**src/rtl/align_ctrl_pkg.sv**
```systemverilog
// Shared definitions for the stage sequencers: state encoding and default
// counter widths.
package align_ctrl_pkg;

  localparam int DEFAULT_LOG_MAX_ITERS          = 16;
  localparam int DEFAULT_LOG_MAX_READS_PER_ITER = 16;

  typedef enum logic [1:0] {
    ST_IDLE   = 2'd0,
    ST_CONFIG = 2'd1,
    ST_RUN    = 2'd2,
    ST_DONE   = 2'd3
  } seq_state_e;

endpackage

```
**src/rtl/align_ctrl.sv**
```systemverilog
// ALIGN stage sequencer: latches a job, pulses configure, counts accepted
// output beats per iteration and per job, and reports completion.
module align_ctrl
  import align_ctrl_pkg::*;
#(
  parameter int LOG_MAX_ITERS          = DEFAULT_LOG_MAX_ITERS,
  parameter int LOG_MAX_READS_PER_ITER = DEFAULT_LOG_MAX_READS_PER_ITER
) (
  input  logic                              clk,
  input  logic                              rst,
  input  logic                              start,
  input  logic [LOG_MAX_ITERS-1:0]          job_iters,
  input  logic [LOG_MAX_READS_PER_ITER-1:0] job_reads,
  output logic                              busy,
  output logic                              configure,
  output logic [LOG_MAX_ITERS-1:0]          num_iters,
  output logic [LOG_MAX_READS_PER_ITER-1:0] num_reads_per_iter,
  input  logic                              beat_valid,
  input  logic                              beat_avail,
  output logic                              run,
  output logic [LOG_MAX_ITERS-1:0]          iter_idx,
  output logic                              iter_done,
  output logic                              done,
  output logic                              err
);

  seq_state_e                        state;
  seq_state_e                        state_next;
  logic [LOG_MAX_READS_PER_ITER-1:0] read_cnt;
  logic [LOG_MAX_ITERS-1:0]          iter_cnt;
  logic                              beat;
  logic                              last_read;
  logic                              last_iter;
  logic                              zero_job;

  assign beat      = beat_valid & beat_avail;
  // Compare against latched-minus-one; zero counts never reach RUN, so no underflow.
  assign last_read = (read_cnt == num_reads_per_iter - LOG_MAX_READS_PER_ITER'(1));
  assign last_iter = (iter_cnt == num_iters - LOG_MAX_ITERS'(1));
  assign zero_job  = (num_iters == '0) || (num_reads_per_iter == '0);

  always_comb begin
    // NOTE: default assigned first so every path writes state_next and no latch is inferred.
    state_next = state;
    unique case (state)
      ST_IDLE:   if (start) state_next = ST_CONFIG;
      ST_CONFIG: state_next = zero_job ? ST_DONE : ST_RUN;
      ST_RUN:    if (beat && last_read && last_iter) state_next = ST_DONE;
      ST_DONE:   state_next = ST_IDLE;
      default:   state_next = ST_IDLE;
    endcase
  end

  always_ff @(posedge clk) begin
    // NOTE: non-blocking assignments so every register samples pre-edge values.
    if (rst) state <= ST_IDLE;
    else     state <= state_next;
  end

  always_ff @(posedge clk) begin
    if (rst) begin
      num_iters          <= '0;
      num_reads_per_iter <= '0;
      read_cnt           <= '0;
      iter_cnt           <= '0;
      err                <= 1'b0;
    end else if (state == ST_IDLE) begin
      if (start) begin
        num_iters          <= job_iters;
        num_reads_per_iter <= job_reads;
        read_cnt           <= '0;
        iter_cnt           <= '0;
        err                <= beat;
      end else if (beat) begin
        err <= 1'b1;
      end
    end else if (state == ST_RUN) begin
      if (beat) begin
        if (last_read) begin
          read_cnt <= '0;
          if (!last_iter) iter_cnt <= iter_cnt + LOG_MAX_ITERS'(1);
        end else begin
          read_cnt <= read_cnt + LOG_MAX_READS_PER_ITER'(1);
        end
      end
    end else if (beat) begin
      err <= 1'b1;
    end
  end

  assign busy      = (state != ST_IDLE);
  assign configure = (state == ST_CONFIG);
  assign run       = (state == ST_RUN);
  assign done      = (state == ST_DONE);
  assign iter_idx  = iter_cnt;
  assign iter_done = (state == ST_RUN) && beat && last_read;

endmodule

```
**config.mk**
```make
export PLATFORM = sky130hd
export DESIGN_NAME = align_ctrl
export DESIGN_NICKNAME = d
export VERILOG_FILES = /design/src/rtl/align_ctrl_pkg.sv /design/src/rtl/align_ctrl.sv
export SDC_FILE = /design/constraint.sdc
export NUM_CORES = 1
export LEC_CHECK = 0
export CORE_UTILIZATION = 48
export CTS_BUF_LIST = sky130_fd_sc_hd__clkbuf_8
export CTS_CLUSTER_SIZE = 28
export DETAILED_ROUTE_END_ITERATION = 16
export MAX_ROUTING_LAYER = met4
export PLACE_DENSITY_LB_ADDON = 0.05
export RECOVER_POWER = 50
export SLEW_MARGIN = 20
export SYNTH_ARGS = -nofsm -noshare
export SYNTH_HDL_FRONTEND = slang
export SYNTH_SLANG_ARGS = --single-unit
```
**constraint.sdc**
```tcl
create_clock -name clk -period 3.05 [get_ports clk]
set_clock_uncertainty 0.15 [all_clocks]
set_input_delay 0.61 -clock clk [delete_from_list [all_inputs] [get_ports clk]]
set_output_delay 0.61 -clock clk [all_outputs]
set_load 0.03 [all_outputs]
```
==> summary.rpt, run 1 <==
FLOW METRICS REPORT
----------------------------------------------------
[Run status]
  Outcome ........................ finished with violations
  Violations in the final reports ........................ negative setup slack

[Floorplanning]
  Floorplan core area ........................ 0.00822 mm2
  Std-Cell Rows ........................ 33
  Overall chip area ........................ 0.00889 mm2
  Die height ........................ 94.3 um
  Horizontal die dimension ........................ around 94 um
  Top-level I/O count ........................ about 91
  Fraction of the core area occupied by cells at floorplan ........................ 49.8%

[GRT]
  Number of global-route vias before repair ........................ just over 4000
  Wire length of the first global-routing pass ........................ 19.7 mm
  Global Route Usage Sum ........................ around 29%
  Global-route met1 utilization ........................ 33.2%
  Grt met2 use ........................ 52.5%
  Gr busiest metal ........................ met2
  Largest net degree at the start of global routing ........................ 39
  Overflow after GRT ........................ 0
  Number of antenna violations at the first check in global routing ........................ 0

[Yosys]
  Main logic family ........................ simple AND/OR/NAND/NOR gates
  Synth top area share ........................ roughly a third
  Biggest area cells ........................ sky130_fd_sc_hd__dfxtp_1 (33%), sky130_fd_sc_hd__nand2_1 (8.4%), sky130_fd_sc_hd__xnor2_1 (6.9%), sky130_fd_sc_hd__a21oi_1 (6.7%), sky130_fd_sc_hd__xor2_1 (3.9%)
  Post-synth EDFFs ........................ 0
  Number of nets produced by synthesis ........................ 580
  Area fraction in and, or, nand and nor cells ........................ 30.4%
  Total cell area reported by yosys after synthesis ........................ 0.00409 mm2
  Largest area contributor in the netlist ........................ sky130_fd_sc_hd__dfxtp_1
  Cell count in the Yosys report ........................ 534
  Register bit count reported by yosys ........................ 67
  Mapped Avg Cell Area ........................ 7.66 um2
  Unique masters post-synth ........................ 61
  Most used standard cell by instance count after synthesis ........................ sky130_fd_sc_hd__nand2_1
  Count of warnings emitted by yosys ........................ 0
  Xor/xnor cell area share of the yosys netlist ........................ between 10% and 20%

[Hold path]
  Hold crit path type ........................ reg -> reg
  Cell depth of the worst min-delay path ........................ 2
  Startpoint of the worst hold path ........................ err
  Hold Path Sink ........................ err

[Drt]
  Met2 layer wire length in the routed design ........................ 6.61 mm
  M1 wire length ........................ 5.23 mm
  Detailed Routing Iterations Pass 1 ........................ 4
  Routed wire length per instance ........................ 15.8 um
  DRC Markers ........................ 0
  Number of violations reported at the end of detailed-routing iteration 0 ........................ 167
  Top layer in use ........................ met4
  Via density per instance ........................ 5.54
  Via count ........................ around 4400
  Antenna violation net count after detailed routing ........................ 0

[Setup path]
  Worst R2R End ........................ iter_idx[15]
  Gate family responsible for the most delay along the worst path ........................ simple AND/OR/NAND/NOR gates
  Worst setup path endpoint ........................ iter_done
  Critical Path Source ........................ num_reads_per_iter[2]
  Start-to-end type of the worst setup path ........................ reg -> out
  Critical-path cell with the highest stage delay ........................ sky130_fd_sc_hd__or4_4
  CP Depth ........................ 7
  Worst reg2reg path depth ........................ 11
  Worst reg2reg setup slack ........................ -0.13 ns
  Data arrival time of the critical path ........................ 2.82 ns
  Largest incremental delay on the critical path ........................ 0.60 ns
  Element type at the critical path start ........................ flop
  Most Frequent Cell on Critical Path ........................ sky130_fd_sc_hd__or4_4
  Crit path cell chain ........................ or4_4 > or3_1 > a22oi_1 > nand3_1 > or4_4 > nor2_4 > buf_6
  CP max FO ........................ 6

[Final timing]
  Setup-failing EPs final ........................ 15
  Hold Worst Slack ........................ ~0.34 ns
  Final setup margin ........................ -0.532 ns
  Total Neg Setup Slack ........................ -1.73 ns
  Max-slew violations ........................ 0
  Transition time of the tightest slew-check pin ........................ ~0.68 ns
  Number of hold-slack violations in the final timing report ........................ 0
  Shortest clock period the worst path allows after layout ........................ 3.58 ns

[Placement]
  Gpl congestion ........................ 0.888
  Final HPWL from detailed placement ........................ 9.53 mm
  Placed Instances ........................ 775
  Placed inst area ........................ 0.00562 mm2
  Count of buffers from port buffering ........................ roughly 90

[Clock network]
  # clock sinks ........................ 67
  Insertion delay to the later sink of the worst-skew pair ........................ about 0.34 ns
  H-Tree Depth ........................ 3
  Number of buffers inserted during clock tree synthesis ........................ 9
  Clock transition at path regs ........................ about 0.07 ns
  Number of buffers inserted by hold repair at cts ........................ 0
  Root buf cell ........................ sky130_fd_sc_hd__clkbuf_8
  Bufs on Longest Clock Path ........................ 2

[Power and ir drop]
  Pleak ........................ 0.00233 uW
  Switch share ........................ 41.8%
  Cell-internal power ........................ 2490 uW
  IR Drop Worst-Case VDD ........................ 0.000353 V
  Power in sequential cells ........................ 1100 uW
  P_sw ........................ 1790 uW
  Power group with the largest share ........................ combinational logic
  Power density over the cells ........................ 712 mW/mm2
  Total design power ........................ 4290 uW
  Part of the total power dissipated in the clock network ........................ 16.1%
  Clock group power ........................ 692 uW
  Logic pwr share ........................ 58.2%
  Flop pwr share ........................ 25.7%

[Final layout]
  Area added between synthesis and finish ........................ 47.1%
  Fill cell total of the finished layout ........................ between 600 and 700
  Highest-count logic cell in the final layout ........................ sky130_fd_sc_hd__nand2_1
  Fraction of final layout cells with drive strength greater than 1 ........................ about a fifth
  Tally of non-filler cells in the final layout ........................ 795
  Diode insertion count for antenna repair ........................ 0
  Final net count ........................ 732

[Run]
  Number of max-cap violations ........................ 0
  Tool warnings ........................ 33

----------------------------------------------------
[run 1: state kept, by name, indices dropped and copies added, names as in the netlist]
name and cells:
num_reads_per_iter 16, iter_idx 16, read_cnt 16, err 1, state 2, num_iters 16
[run 1: cells by family after synthesis]
group | count (synthesis)
xor+xnor | 51
mux | 4
simple gates | 243
fa+ha+maj | 9
flops | 67
compound gates | 116
buf+inv | 44
[run 1: cell type report]
cell class              count  area, um2  area share, %
repair buffers            168       1520           25.3
flip-flops and latches     67       1360           22.6
clock buffers              12        165           2.74
well taps                 105        131           2.18
multi-input cells         423       2770           46.0
inverters                  17       63.8           1.06
clock inverters             3       13.8          0.229
[run 1: repair_timing]
item	4_1_cts	5_1_grt
endpoints found under the setup margin	16	18
endpoints found under the hold margin	0	0
pin swaps	13	13
setup buffers	3	2
resized	16	30
**Run 1: a small window of the routed layout**

Bar = 10 um. Window x 27 to 67, y 8 to 48 um. Cells in grey, sequential cells in the stronger grey; small squares are vias.
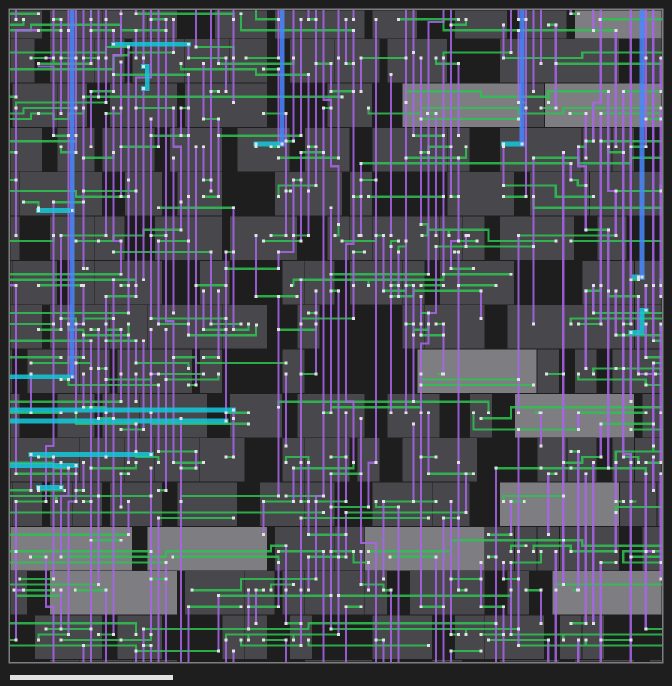
Key: cyan = met3; green = met1; purple = met2; blue = met4
Sequential cells in the window: 11. Netlist names of flops here include `num_iters` (5), `num_reads_per_iter` (3), `state` (2). Most frequent: nand2_1 (18), buf_4 (18), inv_1 (9). 147 logic cells have their middle in the window.

**Run 1: M1 wires**

Bar = 20 um. Supply wires on this layer in grey. Cells faint in the background.
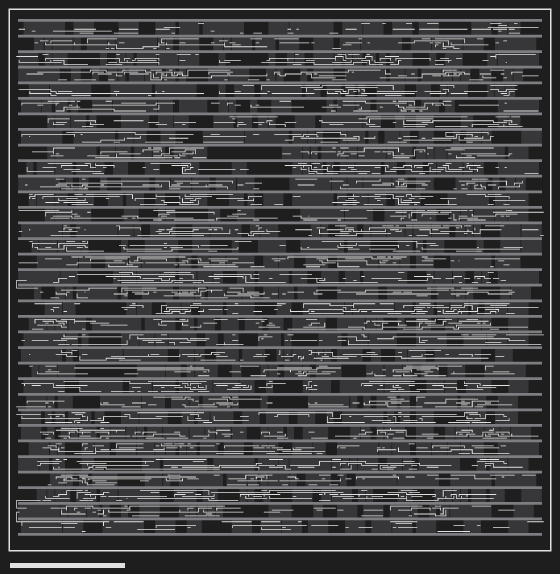
The longest straight run is 33.6 um. The layer carries 5230 um of wire.

**Run 1: track usage over the die**

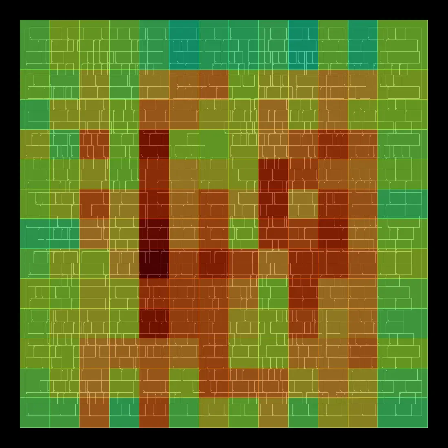
final core utilization: 73.2%
GR met3 Demand/Resource: 3.72%

**Run 1: signal wires on met2**

Bar = 20 um. Cells faint in the background.
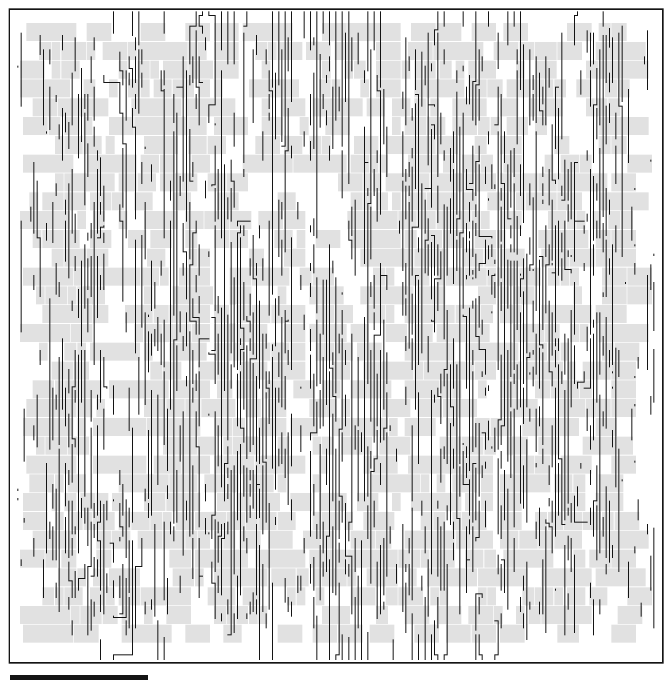
The layer carries 6610 um of wire. The longest straight run is 35.0 um. The wires run mostly vertical. 640 nets have wire on it. The layer holds 53% of the routed length.

**Run 1: cells by drive strength**

Bar = 20 um.
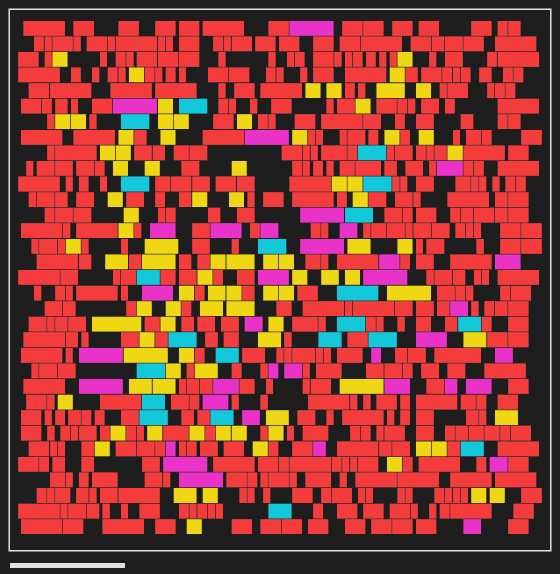

--- run 2 (diff from run 1) ---
- CORE_ASPECT_RATIO: default -> 0.9
- HOLD_SLACK_MARGIN: default -> 0.1
**Run 2: cells by drive strength**

Bar = 20 um.
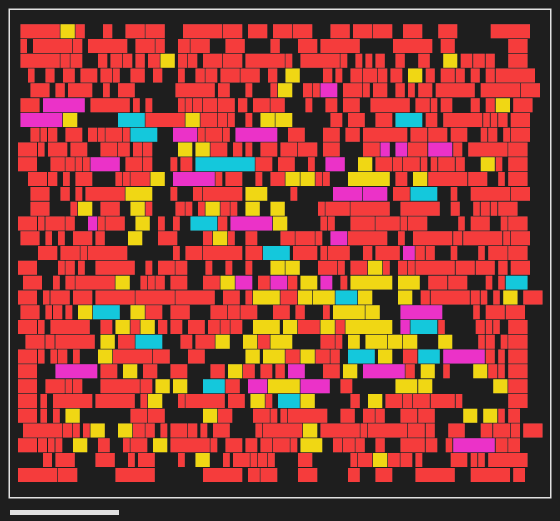
Key: yellow = drive 3 to 4 [cells 96, share 14%]; cyan = drive 6 and up [cells 16, share 2.3%]; magenta = drive 2 [cells 29, share 4.2%]; red = drive 1 or less [cells 556, share 80%]

==> summary.rpt, run 2 <==
FLOW METRICS REPORT
----------------------------------------------------
[Placement]
  Count of buffers from port buffering ........................ 90 (unchanged)
  Place WS ........................ -0.219 ns
  Final HPWL from detailed placement ........................ 9.31 mm (-2.3%)
  Gpl congestion ........................ 0.867 (-2.4%)
  Placed inst area ........................ 0.00565 mm2 (+0.58%)
  Placed Instances ........................ 776 (+0.13%)

[Floorplanning]
  Overall chip area ........................ 0.00890 mm2 (about the same)
  Floorplan core area ........................ 0.00815 mm2 (-0.87%)
  Fraction of the core area occupied by cells at floorplan ........................ 50.2% (+0.44 points)
  Top-level I/O count ........................ 91 (unchanged)
  Horizontal die dimension ........................ 99.3 um (+5.3%)
  Std-Cell Rows ........................ 31 (-6.1%)

[Final timing]
  Number of hold-slack violations in the final timing report ........................ 0 (unchanged)
  Transition time of the tightest slew-check pin ........................ 0.837 ns (+0.154 ns)
  Final setup margin ........................ -0.506 ns (+0.0263 ns)
  Setup-failing EPs final ........................ 25 (+10)
  Max-slew violations ........................ 0 (unchanged)
  Total Neg Setup Slack ........................ -1.85 ns (-0.120 ns)
  Hold Worst Slack ........................ 0.328 ns (-0.0130 ns)
  Shortest clock period the worst path allows after layout ........................ 3.56 ns (-0.0263 ns)

[Drt]
  Antenna violation net count after detailed routing ........................ 0 (unchanged)
  M1 wire length ........................ 6.15 mm (+18%)
  Via count ........................ 4408 (+0.045%)
  Routed wire length per instance ........................ 15.5 um (-2.0%)
  Number of violations reported at the end of detailed-routing iteration 0 ........................ 194 (+16%)
  Detailed Routing Iterations Pass 1 ........................ 5 (+1)
  Met2 layer wire length in the routed design ........................ 5.45 mm (-18%)
  Via density per instance ........................ 5.54 (about the same)

[Final layout]
  Highest-count logic cell in the final layout ........................ sky130_fd_sc_hd__nand2_1
  Final net count ........................ 738 (+0.82%)
  Fraction of final layout cells with drive strength greater than 1 ........................ 20.2% (-1.1 points)
  Final core utilization ........................ 73.3% (+0.10 points)
  Tally of non-filler cells in the final layout ........................ 796 (+0.13%)
  Area added between synthesis and finish ........................ 46.1%

[Setup path]
  Critical-path cell with the highest stage delay ........................ sky130_fd_sc_hd__or4_4
  Data arrival time of the critical path ........................ 2.80 ns (-0.02 ns)
  Critical Path Source ........................ num_reads_per_iter[2]
  Crit path cell chain ........................ or4_4 > or3_4 > a22oi_1 > nand3_1 > or4_4 > nor2_4 > buf_6
  CP max FO ........................ 5 (-1)
  Start-to-end type of the worst setup path ........................ reg -> out
  Element type at the critical path start ........................ flop

[Clock network]
  Resize count post-CTS ........................ 10 (-6)
  Number of buffers inserted during clock tree synthesis ........................ 9 (unchanged)
  Insertion delay to the later sink of the worst-skew pair ........................ 0.35 ns (about the same)
  Root buf cell ........................ sky130_fd_sc_hd__clkbuf_8
  # clock sinks ........................ 67 (unchanged)
  Bufs on Longest Clock Path ........................ 2 (unchanged)
  Post CTS Setup Buffer Count ........................ 1 (-2)
  H-Tree Depth ........................ 3 (unchanged)
  Number of buffers inserted by hold repair at cts ........................ 0 (unchanged)
  Clock transition at path regs ........................ 0.08 ns (about the same)

[Yosys]
  Post-synth EDFFs ........................ 0 (unchanged)
  Total cell area reported by yosys after synthesis ........................ 0.00409 mm2 (unchanged)
  Most used standard cell by instance count after synthesis ........................ sky130_fd_sc_hd__nand2_1
  Number of nets produced by synthesis ........................ 580 (unchanged)
  Cell count in the Yosys report ........................ 534 (unchanged)
  Biggest area cells ........................ sky130_fd_sc_hd__dfxtp_1 (33%), sky130_fd_sc_hd__nand2_1 (8.4%), sky130_fd_sc_hd__xnor2_1 (6.9%), sky130_fd_sc_hd__a21oi_1 (6.7%), sky130_fd_sc_hd__xor2_1 (3.9%)
  Register bit count reported by yosys ........................ 67 (unchanged)
  Main logic family ........................ simple AND/OR/NAND/NOR gates
  Mapped Avg Cell Area ........................ 7.66 um2 (unchanged)
  Area fraction in and, or, nand and nor cells ........................ 30.4% (unchanged)
  Count of warnings emitted by yosys ........................ 0 (unchanged)

[GRT]
  Number of global-route vias before repair ........................ 3999 (-2.8%)
  Number of antenna violations at the first check in global routing ........................ 0 (unchanged)
  GR met3 Demand/Resource ........................ 4.18% (+0.46 points)
  Overflow after GRT ........................ 0 (unchanged)
  Gr busiest metal ........................ met2
  Grt met2 use ........................ 44.6% (-7.9 points)
  Global Route Usage Sum ........................ 28.5% (-0.59 points)
  Global-route met1 utilization ........................ 38.8% (+5.6 points)
  Wire length of the first global-routing pass ........................ 19.2 mm (-2.2%)

[Run]
  Number of max-cap violations ........................ 0 (unchanged)
  Tool warnings ........................ 33 (unchanged)

[Power and ir drop]
  Cell-internal power ........................ 2530 uW (+1.4%)
  Pleak ........................ 0.00231 uW (-0.51%)
  P_sw ........................ 1790 uW (about the same)
  Power group with the largest share ........................ combinational logic
  Switch share ........................ 41.5% (-0.35 points)
  Power in sequential cells ........................ 1100 uW (about the same)
  Total design power ........................ 4320 uW (+0.76%)
  Logic pwr share ........................ 57.3% (-0.9 points)
  Part of the total power dissipated in the clock network ........................ 17.1% (+1.0 points)
  Flop pwr share ........................ 25.5% (-0.2 points)
  Power density over the cells ........................ 723 mW/mm2 (+1.5%)

[Hold path]
  Startpoint of the worst hold path ........................ err
  Hold crit path type ........................ reg -> reg

[Run status]
  Violations in the final reports ........................ negative setup slack
  Outcome ........................ finished with violations

----------------------------------------------------
**Run 2: a small window of the routed layout**

Bar = 10 um. Window x 30 to 70, y 7 to 47 um. Cells in grey, sequential cells in the stronger grey; small squares are vias.
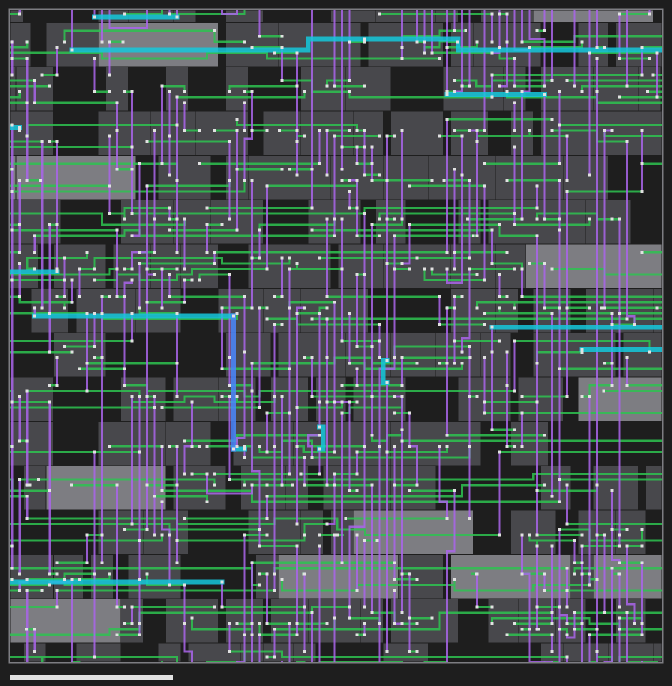
Key: blue = met4; purple = met2; green = met1; cyan = met3
137 logic cells have their middle in the window. Sequential cells in the window: 10. Netlist names of flops here include `read_cnt` (8), `num_reads_per_iter` (2). Most frequent: buf_4 (22), xnor2_1 (11), nor2_1 (10).

[run 2: cell types whose count changed in the layout (fill, tap and decap cells not counted), sizes merged]
cell	change
clkinv	+1
clkdlybuf4s50	+6
bufinv	+1
clkbuf	-1
buf	+5
inv	+1
dlygate4sd3	-6
[run 2: cell type report]
| cell class | instances | area (um2) |
|---|---|---|
| repair buffers | 174 | 1540 |
| inverters | 17 | 63.8 |
| fillers | 682 | 2170 |
| clock buffers | 10 | 138 |
| multi-input cells | 423 | 2700 |
| well taps | 99 | 124 |
| flip-flops and latches | 67 | 1360 |
| clock inverters | 6 | 55.1 |
[run 2: final timing paths]
kind / to / slack, ns / cells after the start
worst min-delay path: err / 0.33 / 2
worst min register to register: err / 0.33 / 2
worst max-delay path: iter_done / -0.51 / 7
worst max register to register: iter_idx[15] / -0.13 / 10
Power and IR drop assume default switching activity.
